$ cat src/rtl/serial_subtractor_if.sv
// serial_subtractor_if: start/busy/done handshake and operand/result bus for the serial subtractor
interface serial_subtractor_if #(parameter int WIDTH = 8);
   logic             start;
   logic [WIDTH-1:0] a;
   logic [WIDTH-1:0] b;
   logic             bin;
   logic             busy;
   logic             done;
   logic [WIDTH-1:0] diff;
   logic             bout;
   modport master (output start, a, b, bin, input busy, done, diff, bout);
   modport slave  (input start, a, b, bin, output busy, done, diff, bout);
endinterface

$ cat src/rtl/serial_subtractor.sv
// serial_subtractor: bit-serial a - b - bin, LSB first, one full-subtractor step per clock
module serial_subtractor #(parameter int WIDTH = 8) (
   input logic               clk,
   input logic               rst,
   serial_subtractor_if.slave bus
);
   localparam int CW = WIDTH > 1 ? $clog2(WIDTH) : 1;
   typedef enum logic [1:0] {IDLE, RUN, DONE} state_t;
   state_t           state, state_nx;
   logic [WIDTH-1:0] op_a, op_b, res, res_nx, diff;
   logic [CW-1:0]    cnt;
   logic             brw, brw_nx, d, bout, last;
   // state register; reset aborts any operation in flight
   always_ff @(posedge clk or posedge rst)
      if (rst) state <= IDLE;
      else state <= state_nx;
   // full-subtractor cell on the current LSBs, result shift-in at the MSB, next-state decode
   always_comb begin
      d        = op_a[0] ^ op_b[0] ^ brw;
      brw_nx   = (~op_a[0] & op_b[0]) | (~(op_a[0] ^ op_b[0]) & brw);
      res_nx   = (res >> 1) | (WIDTH'(d) << (WIDTH - 1));
      last     = cnt == CW'(WIDTH - 1);
      state_nx = state == IDLE ? (bus.start ? RUN : IDLE) : state == RUN ? (last ? DONE : RUN) : IDLE;
   end
   // operand load on accept, serial shifting during RUN, result published only on the last bit
   always_ff @(posedge clk or posedge rst)
      if (rst) begin
         op_a <= '0;
         op_b <= '0;
         res  <= '0;
         brw  <= 1'b0;
         cnt  <= '0;
         diff <= '0;
         bout <= 1'b0;
      end else if (state == IDLE && bus.start) begin
         op_a <= bus.a;
         op_b <= bus.b;
         brw  <= bus.bin;
         cnt  <= '0;
      end else if (state == RUN) begin
         op_a <= op_a >> 1;
         op_b <= op_b >> 1;
         res  <= res_nx;
         brw  <= brw_nx;
         cnt  <= cnt + 1'b1;
         if (last) begin
            diff <= res_nx;
            bout <= brw_nx;
         end
      end
   assign bus.busy = state == RUN;
   assign bus.done = state == DONE;
   assign bus.diff = diff;
   assign bus.bout = bout;
endmodule

$ cat src/flat_wrapper.sv
// flat-port wrapper written by rule: the top's interface ports become plain ports
module serial_subtractor_flat 
#(parameter int WIDTH = 8)
  (clk, rst, bus_start, bus_a, bus_b, bus_bin, bus_busy, bus_done, bus_diff, bus_bout);
  serial_subtractor_if #(.WIDTH(WIDTH)) bus_i ();
  input logic clk;
  input logic rst;
  input wire logic [$bits(bus_i.start)-1:0] bus_start;
  input wire logic [$bits(bus_i.a)-1:0] bus_a;
  input wire logic [$bits(bus_i.b)-1:0] bus_b;
  input wire logic [$bits(bus_i.bin)-1:0] bus_bin;
  output wire logic [$bits(bus_i.busy)-1:0] bus_busy;
  output wire logic [$bits(bus_i.done)-1:0] bus_done;
  output wire logic [$bits(bus_i.diff)-1:0] bus_diff;
  output wire logic [$bits(bus_i.bout)-1:0] bus_bout;
  assign bus_i.start = bus_start;
  assign bus_i.a = bus_a;
  assign bus_i.b = bus_b;
  assign bus_i.bin = bus_bin;
  assign bus_busy = bus_i.busy;
  assign bus_done = bus_i.done;
  assign bus_diff = bus_i.diff;
  assign bus_bout = bus_i.bout;
  serial_subtractor #(.WIDTH(WIDTH)) u_core (.clk(clk), .rst(rst), .bus(bus_i));
endmodule
$ cat config.mk
export PLATFORM = sky130hd
export DESIGN_NAME = serial_subtractor_flat
export DESIGN_NICKNAME = d
export VERILOG_FILES = /design/src/rtl/serial_subtractor_if.sv /design/src/rtl/serial_subtractor.sv /design/src/flat_wrapper.sv
export SDC_FILE = /design/constraint.sdc
export NUM_CORES = 1
export LEC_CHECK = 0
export ABC_AREA = 0
export CAP_MARGIN = 25
export CORE_MARGIN = 4
export CORE_UTILIZATION = 53
export DETAILED_ROUTE_END_ITERATION = 12
export MAX_ROUTING_LAYER = met4
export PLACE_DENSITY_LB_ADDON = 0.1
export REMOVE_ABC_BUFFERS = 1
export SLEW_MARGIN = 10
export SYNTH_ARGS = -nofsm -noshare
export SYNTH_HDL_FRONTEND = slang
export SYNTH_SLANG_ARGS = --single-unit
$ cat constraint.sdc
create_clock -name clk -period 4.2 [get_ports clk]
set_input_delay 0.42 -clock clk [delete_from_list [all_inputs] [get_ports clk]]
set_output_delay 0.42 -clock clk [all_outputs]
set_load 0.02 [all_outputs]
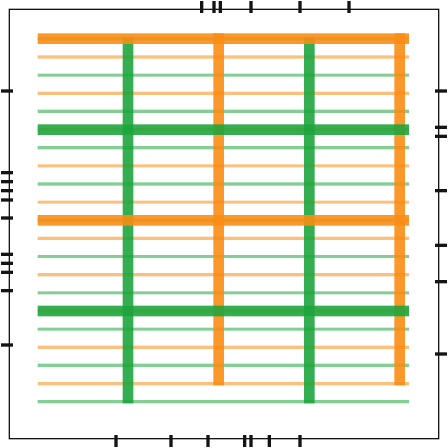
Fig. 1. Supply network.
Pins as bars on the die edge.
net	color
VDD	orange
VSS	green
met5 straps	4
rows	20
Die X: 64.2 µm
total core area: 3030 µm²
Die Ht: 64.2 µm
VDD IR max: 312 µV

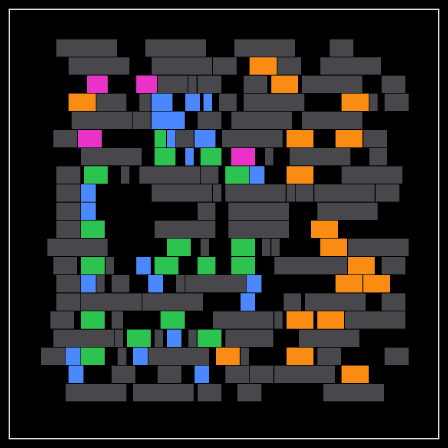
Fig. 2. Gate families picked out.
family	color	cells
AND-OR and OR-AND gates	magenta	4
inverting AOI/OAI gates	green	17
NOR gates	blue	20
multiplexers	orange	17
most frequent logic cell in the layout: dfrtp_1
Finished Layout Cells: 203
Comb area share: 27.9%

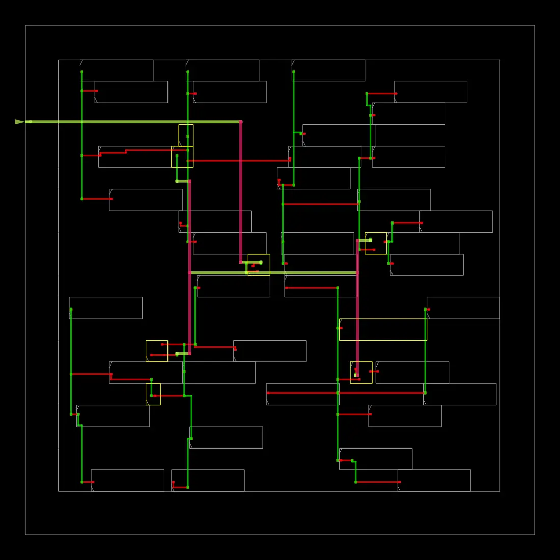
Fig. 3. The clock network.
Sink Count: 38
Clk. pwr: 0.240 mW

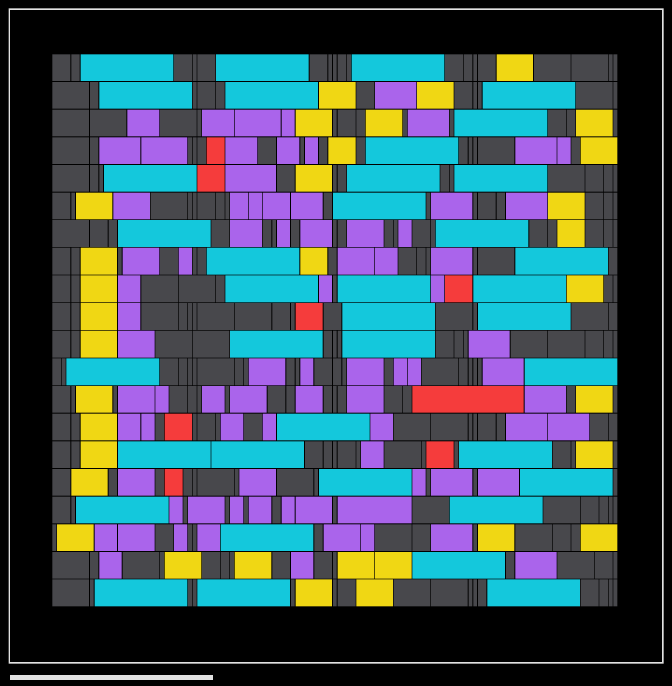
Fig. 4. Cell classes on the final placement.
Bar = 20 µm. Fill, decap, tap and diode cells in gray.
class	color	cells
other buffers and delay cells	yellow	33
clock drivers and dummy loads	red	8
flops	cyan	38
combinational and other logic	purple	80
Seq area share: 46.5%
utilization after layout: 67.5%
# rows: 20
design area: 2040 µm²

-- stage by stage --
step           power, mW  util, %  hold WS (ps)
2_1_floorplan       1.05        -           466
6_report            1.50     67.5           351
4_1_cts             1.51     67.3           356
3_5_place_dp        1.26     64.7           489
5_1_grt             1.61     67.5           377
3_3_place_gp        1.24     64.7           487
-- metal layers --
metal	routed length, µm	global-route usage, %	vias to the layer above
met4	56	7.12	0
li1	-	-	515
met1	1200	19.2	565
met2	1580	29.2	33
met3	145	4.22	8
met5	0	-	-
-- worst min path at each step --
stage,startpoint,end,cells past startpoint
after floorplan,u_core.op_a[7],u_core.op_a[7],1
after global placement,u_core.bus.diff[4],u_core.bus.diff[4],1
after detailed placement,u_core.cnt[1],u_core.cnt[1],1
after CTS,rst,u_core.bus.diff[1],2
after global routing,rst,u_core.bus.diff[1],2
final,rst,u_core.bus.diff[1],2
-- cells in the mapped netlist --
master,instances
a21oi_1,1
a221oi_1,2
a222oi_1,13
a22o_1,2
a32o_1,2
buf_2,3
buf_4,1
buf_6,2
buf_8,2
clkbuf_1,2
dfrtp_1,38
fa_1,1
ha_1,2
inv_1,18
mux2_2,16
mux2i_1,1
nand3b_1,1
nor2_1,3
nor2b_1,14
nor2b_4,1
nor4b_1,2
o21bai_1,1
-- registers in the layout, indices dropped and copies added (netlist names) --
register and cells:
u_core.bus.diff 8, u_core.op_a 8, u_core.op_b 8, u_core.res 7, u_core.cnt 3, u_core.state 2
u_core.brw 1, u_core.bus.bout 1
-- power groups by stage --
stage | clock [mW] | sequential (mW) | combinational, mW
after floorplan | 0 | 0.673 | 0.374
after global placement | 0 | 0.629 | 0.608
after global routing | 0.269 | 0.653 | 0.684
after detailed placement | 0 | 0.640 | 0.625
after CTS | 0.249 | 0.631 | 0.627
final | 0.240 | 0.629 | 0.626
==> changes_impl.md <==
### Metrics

* Synth Warn # at 0
* Post-CTS Resized at 0
* Hold crit path type: in -> async
* First-pass GRT wire length at 5220 µm
* FF-to-FF Start: u_core.cnt[0]
* Filler cell count at 238
* Dpl cell area at 1960 µm²
* Final HPWL DP at 2000 µm
* Worst R2R End: u_core.bus.diff[3]
* Non-Clock Buffer Count at 33
* Switching Fraction at 33.0%
* I/O pin count at 31
* Slowest cell on crit path: clkdlybuf4s50_1
* Adder Area Share at 2.69%
* GRT Residual Overflow at 0
* GRT Util Overall at 17.1%
* P_int at 1.00 mW
* Combinational Area at 571 µm²
* Stages on worst setup path at 2
* Synth mux share at 11.4%
* CTS HTree Levels at 2
* Status: finished, final reports clean
* Peak Freq at 0.388 GHz
* Avg Cell Area, Syn at 13.1 µm²
* Final min period at 2580 ps
* Simple-Gate Fraction of Synth Area at 8.23%
* Area leader share at 56.9%
* Max incr delay on CP at 710 ps
* RSZ-0062 raised after global routing: false
* CP startpoint: u_core.state[0]
* Fp util at 55.2%
* Final worst slack at 1620 ps
* Latency at later pin at 330 ps
* Postcts setup bufs at 0
* Number of antenna violations at the first check in global routing at 0
* Largest area contributor in the netlist: dfrtp_1
* P_leak at 0.921 nW
* Inst Count DP at 194
* Tool warnings at 25
* XOR Share, Synth at 0%
* Top logic family: AND-OR/OR-AND gates
* Chip area at 4120 µm²
* Final Cycle Share at 61.4%
* R2r setup slk at 2500 ps
* Maximum clock path buffer count at 2
* Per-cell routed wire length at 14.7 µm
* Cts bufs inserted at 5
* Clock buffers at 5
* Max Clock Skew at 3.85 ps
* Relative slew margins at 61.5%
Power figures rest on the tool's default switching activity, not on a simulated workload.
